### config.mk
export PLATFORM = sky130hd
export DESIGN_NAME = npu_top
export DESIGN_NICKNAME = d
export VERILOG_FILES = /design/src/rtl/npu_pkg.sv /design/src/rtl/npu_axil_regs.sv /design/src/rtl/npu_top.sv
export SDC_FILE = /design/constraint.sdc
export NUM_CORES = 1
export LEC_CHECK = 0
export CORE_AREA = 2 2 213 215
export DETAILED_ROUTE_END_ITERATION = 10
export DIE_AREA = 0 0 215 217
export GPL_TIMING_DRIVEN = 0
export PLACE_DENSITY = 0.58
export SYNTH_ARGS = -nofsm -noshare
export SYNTH_HDL_FRONTEND = slang
export SYNTH_HIERARCHICAL = 1
export SYNTH_SLANG_ARGS = --single-unit
export TNS_END_PERCENT = 30
### constraint.sdc
create_clock -name clk -period 3.7 [get_ports clk]
set_input_delay 0.37 -clock clk [delete_from_list [all_inputs] [get_ports clk]]
set_output_delay 0.37 -clock clk [all_outputs]
set_load 0.01 [all_outputs]
### src/rtl/npu_pkg.sv
// Shared definitions for the NPU control block: register offsets, identity
// constants, FSM state encoding and interrupt bit positions.
package npu_pkg;
    localparam logic [31:0] REG_CTRL          = 32'h0000_0000;
    localparam logic [31:0] REG_STATUS        = 32'h0000_0004;
    localparam logic [31:0] REG_IRQ_EN        = 32'h0000_0008;
    localparam logic [31:0] REG_IRQ_STAT      = 32'h0000_000C;
    localparam logic [31:0] REG_VERSION       = 32'h0000_0010;
    localparam logic [31:0] REG_CONFIG        = 32'h0000_0014;
    localparam logic [31:0] REG_INSTR_BASE_LO = 32'h0000_0020;
    localparam logic [31:0] REG_INSTR_BASE_HI = 32'h0000_0024;

    localparam logic [31:0] NPU_VERSION = 32'h0001_0000;

    localparam int IRQ_DONE = 0;
    localparam int IRQ_ERR  = 1;

    typedef enum logic [1:0] {
        ST_IDLE  = 2'd0,
        ST_FETCH = 2'd1,
        ST_EXEC  = 2'd2,
        ST_DONE  = 2'd3
    } state_t;

    function automatic logic [31:0] merge_bytes(input logic [31:0] old_val,
                                                input logic [31:0] new_val,
                                                input logic [3:0]  strb);
        logic [31:0] res;
        res = old_val;
        for (int i = 0; i < 4; i++) begin
            if (strb[i]) res[i*8 +: 8] = new_val[i*8 +: 8];
        end
        return res;
    endfunction
endpackage

### src/rtl/npu_axil_regs.sv
// AXI4-Lite slave and register file for the NPU control block; exposes the
// enable/start controls and instruction base to the sequencer in npu_top.
module npu_axil_regs
    import npu_pkg::*;
#(
    parameter int PE_ROWS = 16,
    parameter int PE_COLS = 16
) (
    input  logic        clk,
    input  logic        rst,
    input  logic [31:0] s_axil_awaddr,
    input  logic        s_axil_awvalid,
    output logic        s_axil_awready,
    input  logic [31:0] s_axil_wdata,
    input  logic [3:0]  s_axil_wstrb,
    input  logic        s_axil_wvalid,
    output logic        s_axil_wready,
    output logic [1:0]  s_axil_bresp,
    output logic        s_axil_bvalid,
    input  logic        s_axil_bready,
    input  logic [31:0] s_axil_araddr,
    input  logic        s_axil_arvalid,
    output logic        s_axil_arready,
    output logic [31:0] s_axil_rdata,
    output logic [1:0]  s_axil_rresp,
    output logic        s_axil_rvalid,
    input  logic        s_axil_rready,
    input  logic [1:0]  fsm_state,
    input  logic        busy,
    input  logic        done,
    input  logic        error,
    input  logic        set_done,
    input  logic        set_err,
    output logic        enable,
    output logic        start,
    output logic [39:0] instr_base,
    output logic        irq
);
    logic        ready_en;
    logic        wr_fire;
    logic        rd_fire;
    logic [3:0]  irq_en;
    logic [1:0]  irq_stat;
    logic [1:0]  irq_set;
    logic [1:0]  irq_clr;
    logic [31:0] base_lo;
    logic [7:0]  base_hi;
    logic [31:0] rd_mux;

    // ready_en keeps every Lite ready low through reset and the cycle it is released in
    assign s_axil_awready = ready_en & ~s_axil_bvalid;
    assign s_axil_wready  = ready_en & ~s_axil_bvalid;
    assign s_axil_arready = ready_en & ~s_axil_rvalid;
    assign s_axil_bresp   = 2'b00;
    assign s_axil_rresp   = 2'b00;

    assign wr_fire    = s_axil_awvalid & s_axil_wvalid & s_axil_awready;
    assign rd_fire    = s_axil_arvalid & s_axil_arready;
    assign start      = wr_fire && (s_axil_awaddr == REG_CTRL) && s_axil_wstrb[0]
                        && s_axil_wdata[1] && s_axil_wdata[0];
    assign instr_base = {base_hi, base_lo};

    always_comb begin
        irq_set           = '0;
        irq_set[IRQ_DONE] = set_done;
        irq_set[IRQ_ERR]  = set_err;
        irq_clr           = '0;
        if (wr_fire && (s_axil_awaddr == REG_IRQ_STAT) && s_axil_wstrb[0])
            irq_clr = s_axil_wdata[1:0];
    end

    always_comb begin
        rd_mux = '0;
        case (s_axil_araddr)
            REG_CTRL:          rd_mux = {31'd0, enable};
            REG_STATUS:        rd_mux = {26'd0, fsm_state, 1'b0, error, busy, done};
            REG_IRQ_EN:        rd_mux = {28'd0, irq_en};
            REG_IRQ_STAT:      rd_mux = {30'd0, irq_stat};
            REG_VERSION:       rd_mux = NPU_VERSION;
            REG_CONFIG:        rd_mux = {16'(PE_ROWS), 16'(PE_COLS)};
            REG_INSTR_BASE_LO: rd_mux = base_lo;
            REG_INSTR_BASE_HI: rd_mux = {24'd0, base_hi};
            default:           rd_mux = '0;
        endcase
    end

    always_ff @(posedge clk) begin
        if (rst) begin
            ready_en      <= 1'b0;
            s_axil_bvalid <= 1'b0;
            s_axil_rvalid <= 1'b0;
            s_axil_rdata  <= '0;
            enable        <= 1'b0;
            irq_en        <= '0;
            irq_stat      <= '0;
            base_lo       <= '0;
            base_hi       <= '0;
            irq           <= 1'b0;
        end else begin
            ready_en <= 1'b1;
            if (wr_fire)            s_axil_bvalid <= 1'b1;
            else if (s_axil_bready) s_axil_bvalid <= 1'b0;
            if (rd_fire) begin
                s_axil_rvalid <= 1'b1;
                s_axil_rdata  <= rd_mux;
            end else if (s_axil_rready) begin
                s_axil_rvalid <= 1'b0;
            end
            if (wr_fire) begin
                case (s_axil_awaddr)
                    REG_CTRL:          if (s_axil_wstrb[0]) enable <= s_axil_wdata[0];
                    REG_IRQ_EN:        if (s_axil_wstrb[0]) irq_en <= s_axil_wdata[3:0];
                    REG_INSTR_BASE_LO: base_lo <= merge_bytes(base_lo, s_axil_wdata, s_axil_wstrb);
                    REG_INSTR_BASE_HI: if (s_axil_wstrb[0]) base_hi <= s_axil_wdata[7:0];
                    default: ;
                endcase
            end
            // A hardware event beats a simultaneous write-1-to-clear
            irq_stat <= irq_set | (irq_stat & ~irq_clr);
            irq      <= |(irq_stat & irq_en[1:0]);
        end
    end
endmodule

### src/rtl/npu_top.sv
// NPU control top: instruction sequencer FSM fetching 128-bit instructions over
// an AXI4 read master, with the register file in npu_axil_regs.
module npu_top
    import npu_pkg::*;
#(
    parameter int PE_ROWS    = 16,
    parameter int PE_COLS    = 16,
    parameter int DATA_WIDTH = 8
) (
    input  logic         clk,
    input  logic         rst,
    output logic [39:0]  m_axi_awaddr,
    output logic [7:0]   m_axi_awlen,
    output logic [2:0]   m_axi_awsize,
    output logic [1:0]   m_axi_awburst,
    output logic         m_axi_awvalid,
    input  logic         m_axi_awready,
    output logic [127:0] m_axi_wdata,
    output logic [15:0]  m_axi_wstrb,
    output logic         m_axi_wlast,
    output logic         m_axi_wvalid,
    input  logic         m_axi_wready,
    input  logic [1:0]   m_axi_bresp,
    input  logic         m_axi_bvalid,
    output logic         m_axi_bready,
    output logic [39:0]  m_axi_araddr,
    output logic [7:0]   m_axi_arlen,
    output logic [2:0]   m_axi_arsize,
    output logic [1:0]   m_axi_arburst,
    output logic         m_axi_arvalid,
    input  logic         m_axi_arready,
    input  logic [127:0] m_axi_rdata,
    input  logic [1:0]   m_axi_rresp,
    input  logic         m_axi_rlast,
    input  logic         m_axi_rvalid,
    output logic         m_axi_rready,
    input  logic [31:0]  s_axil_awaddr,
    input  logic         s_axil_awvalid,
    output logic         s_axil_awready,
    input  logic [31:0]  s_axil_wdata,
    input  logic [3:0]   s_axil_wstrb,
    input  logic         s_axil_wvalid,
    output logic         s_axil_wready,
    output logic [1:0]   s_axil_bresp,
    output logic         s_axil_bvalid,
    input  logic         s_axil_bready,
    input  logic [31:0]  s_axil_araddr,
    input  logic         s_axil_arvalid,
    output logic         s_axil_arready,
    output logic [31:0]  s_axil_rdata,
    output logic [1:0]   s_axil_rresp,
    output logic         s_axil_rvalid,
    input  logic         s_axil_rready,
    output logic         irq
);
    state_t        state;
    logic [39:0]   pc;
    logic [127:0]  instr;
    logic [7:0]    exec_cnt;
    logic          ar_valid;
    logic          r_ready;
    logic          done;
    logic          error;
    logic          bready_r;
    logic          enable;
    logic          start;
    logic [39:0]   instr_base;
    logic          r_beat;
    logic          set_err;
    logic          set_done;
    logic          unused_bits;

    assign m_axi_awaddr  = '0;
    assign m_axi_awlen   = '0;
    assign m_axi_awsize  = '0;
    assign m_axi_awburst = '0;
    assign m_axi_awvalid = 1'b0;
    assign m_axi_wdata   = '0;
    assign m_axi_wstrb   = '0;
    assign m_axi_wlast   = 1'b0;
    assign m_axi_wvalid  = 1'b0;
    assign m_axi_bready  = bready_r;
    assign m_axi_araddr  = pc;
    assign m_axi_arlen   = 8'd0;
    assign m_axi_arsize  = 3'b100;
    assign m_axi_arburst = 2'b01;
    assign m_axi_arvalid = ar_valid;
    assign m_axi_rready  = r_ready;

    assign r_beat   = (state == ST_FETCH) && r_ready && m_axi_rvalid;
    assign set_err  = r_beat && (m_axi_rresp != 2'b00);
    assign set_done = (state == ST_DONE);

    assign unused_bits = &{1'b0, m_axi_awready, m_axi_wready, m_axi_bresp, m_axi_bvalid,
                           m_axi_rlast, instr[126:16], instr[7:0], 32'(DATA_WIDTH)};

    npu_axil_regs #(.PE_ROWS(PE_ROWS), .PE_COLS(PE_COLS)) u_regs (
        .clk            (clk),
        .rst            (rst),
        .s_axil_awaddr  (s_axil_awaddr),
        .s_axil_awvalid (s_axil_awvalid),
        .s_axil_awready (s_axil_awready),
        .s_axil_wdata   (s_axil_wdata),
        .s_axil_wstrb   (s_axil_wstrb),
        .s_axil_wvalid  (s_axil_wvalid),
        .s_axil_wready  (s_axil_wready),
        .s_axil_bresp   (s_axil_bresp),
        .s_axil_bvalid  (s_axil_bvalid),
        .s_axil_bready  (s_axil_bready),
        .s_axil_araddr  (s_axil_araddr),
        .s_axil_arvalid (s_axil_arvalid),
        .s_axil_arready (s_axil_arready),
        .s_axil_rdata   (s_axil_rdata),
        .s_axil_rresp   (s_axil_rresp),
        .s_axil_rvalid  (s_axil_rvalid),
        .s_axil_rready  (s_axil_rready),
        .fsm_state      (state),
        .busy           (state != ST_IDLE),
        .done           (done),
        .error          (error),
        .set_done       (set_done),
        .set_err        (set_err),
        .enable         (enable),
        .start          (start),
        .instr_base     (instr_base),
        .irq            (irq)
    );

    // Once an AR is on the bus its R beat is always collected, even if enable drops
    always_ff @(posedge clk) begin
        if (rst) begin
            state    <= ST_IDLE;
            pc       <= '0;
            instr    <= '0;
            exec_cnt <= '0;
            ar_valid <= 1'b0;
            r_ready  <= 1'b0;
            done     <= 1'b0;
            error    <= 1'b0;
            bready_r <= 1'b0;
        end else begin
            bready_r <= 1'b1;
            case (state)
                ST_IDLE: begin
                    if (start) begin
                        state    <= ST_FETCH;
                        done     <= 1'b0;
                        error    <= 1'b0;
                        pc       <= instr_base;
                        ar_valid <= 1'b1;
                    end
                end
                ST_FETCH: begin
                    if (ar_valid && m_axi_arready) begin
                        ar_valid <= 1'b0;
                        r_ready  <= 1'b1;
                    end
                    if (r_beat) begin
                        r_ready  <= 1'b0;
                        instr    <= m_axi_rdata;
                        exec_cnt <= m_axi_rdata[15:8];
                        if (m_axi_rresp != 2'b00) begin
                            error <= 1'b1;
                            state <= ST_IDLE;
                        end else if (!enable) begin
                            state <= ST_IDLE;
                        end else begin
                            state <= ST_EXEC;
                        end
                    end
                end
                ST_EXEC: begin
                    if (!enable) begin
                        state <= ST_IDLE;
                    end else if (exec_cnt == 8'd0) begin
                        if (instr[127]) begin
                            state <= ST_DONE;
                        end else begin
                            pc       <= pc + 40'd16;
                            ar_valid <= 1'b1;
                            state    <= ST_FETCH;
                        end
                    end else begin
                        exec_cnt <= exec_cnt - 8'd1;
                    end
                end
                ST_DONE: begin
                    done  <= 1'b1;
                    state <= ST_IDLE;
                end
            endcase
        end
    end
endmodule

Fig. 1: gate-type map
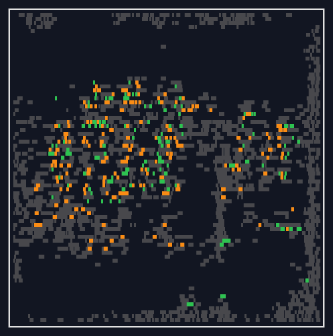
color	family	cells	most used
green	NAND gates	127	nand2_1
orange	inverting AOI/OAI gates	176	a21oi_1
Non-Filler Instances: 2077
Comb area share: 36.5%

==> notes.md <==
yosys + openroad results -> Worst Setup End Kind=flip-flop, dpl cells=2041, Top-area cell share=32.8%, Top Layer Used=met5, final clock skew=9.41 ps, critical path's top delay family=simple AND/OR/NAND/NOR gates, row count=78, Synth Cell Area=8480 µm², I/O pin cnt=543, Die Area=46700 µm², sequential cell power=1.50 mW, # clk buffers=19, metal3 WL=3550 µm, WS Path Type=primary input to flip-flop, Top Consumer=the clock network, Clock Power Share=47.2%, pre-CTS WS=-941 ps, routing usage on met3=4.75%, initial drt markers=645, #FFs+latches synth=139, routed len/inst=17.0 µm, Max Cap Violations=0, fin crit share=92.1%, peak supply drop=287 µV, max FFs per register=40, Log Warnings=152, Filler cells=4826, NumNets Final=1711, most used logic cell in the final layout=buf_4, drt pass-1 iters=5, CTS-repair resized insts=3, switch share=26.0%, Area Growth Syn to Fin=49.3%, bufs w/o clock=468, Post-DP Area=12000 µm², Comb power frac=13.6%, DRC=0, RSZ-0062 raised after global routing=false, multi-input logic cell count=824, R2R setup slack=390 ps, clock tree root buffer cell=clkbuf_16, crit path max-delay cell type=nor3b_4, registers=139, core area=44700 µm², Routed met2 length=15700 µm, comb pwr=0.518 mW, critical path depth=13, Top Layout Cells=223 x buf_4, 217 x conb_1, 197 x clkdlybuf4s50_1, ANT nets after route=0, DRT met1 WL=15600 µm, Adder-Cell Fraction of Synth Area=0.561%, routed vias/inst=4.08, share of layout cells above drive strength 1=20.2%, power share of the sequential group=39.2%, Pint=2.83 mW, Worst EP required=3990 ps, switching power=0.995 mW, EDFF count, synth=0, startpoint class of the critical path=primary input, R2R Path End=m_axi_araddr[6]$_SDFFE_PP0P_, global placement routability congestion=0.851, yosys xor share=0%, post-synth area from yosys stat=8480 µm², inverters=13, CP Max Fanout=10, largest net degree at the start of global routing=17, top post-synthesis cells by area=dfxtp_1 33%, buf_4 19%, mux2i_1 6.3%, Final setup viols=0, r2r worst-path depth=12, Die W=215 µm, Hold Buf Count CTS=0, final hold violation count=0, total congestion overflow=0, number of port buffers=197, library cells used by synthesis=71, vias in the first global route=7523, Fmax achieved=0.294 GHz, Worst Hold End=u_regs/s_axil_rdata[2]$_SDFFE_PP0P_, Worst Hold Depth=2, yosys cell count=1030, area taken by flip-flops and latches=2780 µm², Syn Area/Cell=8.23 µm², Layout non-clock buf frac=30.3%, outcome=finished, final reports clean, fp util=19.0%, Worst Setup SP=s_axil_awaddr[8], clock sinks=139, top-count cell post-synth=buf_4, Power Total=3.82 mW, Seq area share=22.0%, GR peak layer=met2, global-route wire length before repair=49600 µm, RR Startpoint=u_regs/s_axil_bvalid$_SDFFE_PP0P_, crit path cell chain=clkdlybuf4s50_1, nor4_1, nand4_2, or2_1, nor4_1, and4b_1, nor3b_4, a31o_2, buf_2, buf_2, o21ai_0, a21oi_1, nor2_1, HP Start=u_regs/s_axil_rdata[2]$_SDFFE_PP0P_, Final clock-cell share=4.82%, Slew @ Worst Pin=955 ps, fin area=12700 µm², n_diodes=1, Worst path max stage delay=440 ps, WP buf/inv=3, TritonCTS clock tree=done, Num CTS Buffers=17, yosys warns=6, synthesized instance count=1030, total negative slack=0 ps, Post-synth seq share=32.8%, Post-Synth Simple-Gate Area=21.9%
Fig. 2: metal 2
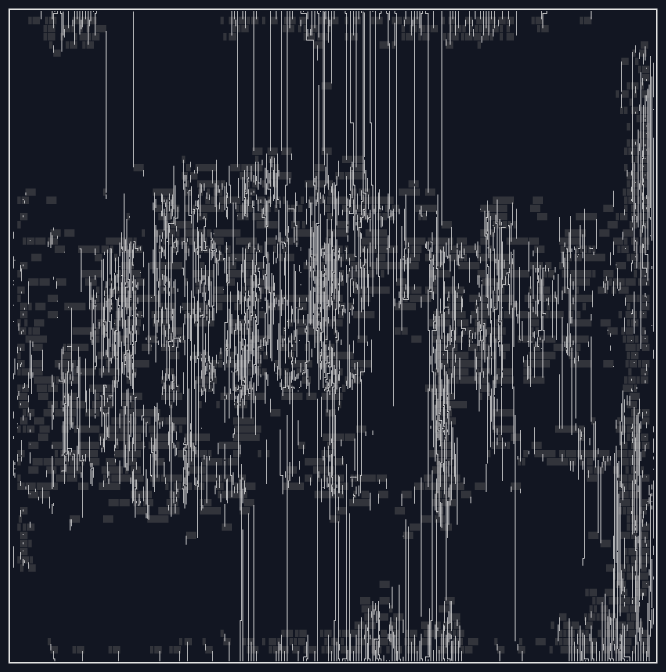
longest straight run	92.0 µm
wire length on this layer	15700 µm
share of all routed wire	44%
main direction	vertical
GRT met2 Usage: 22.4%
vias: 8472
final WL: 35400 µm

Power figures rest on the tool's default switching activity, not on a simulated workload.
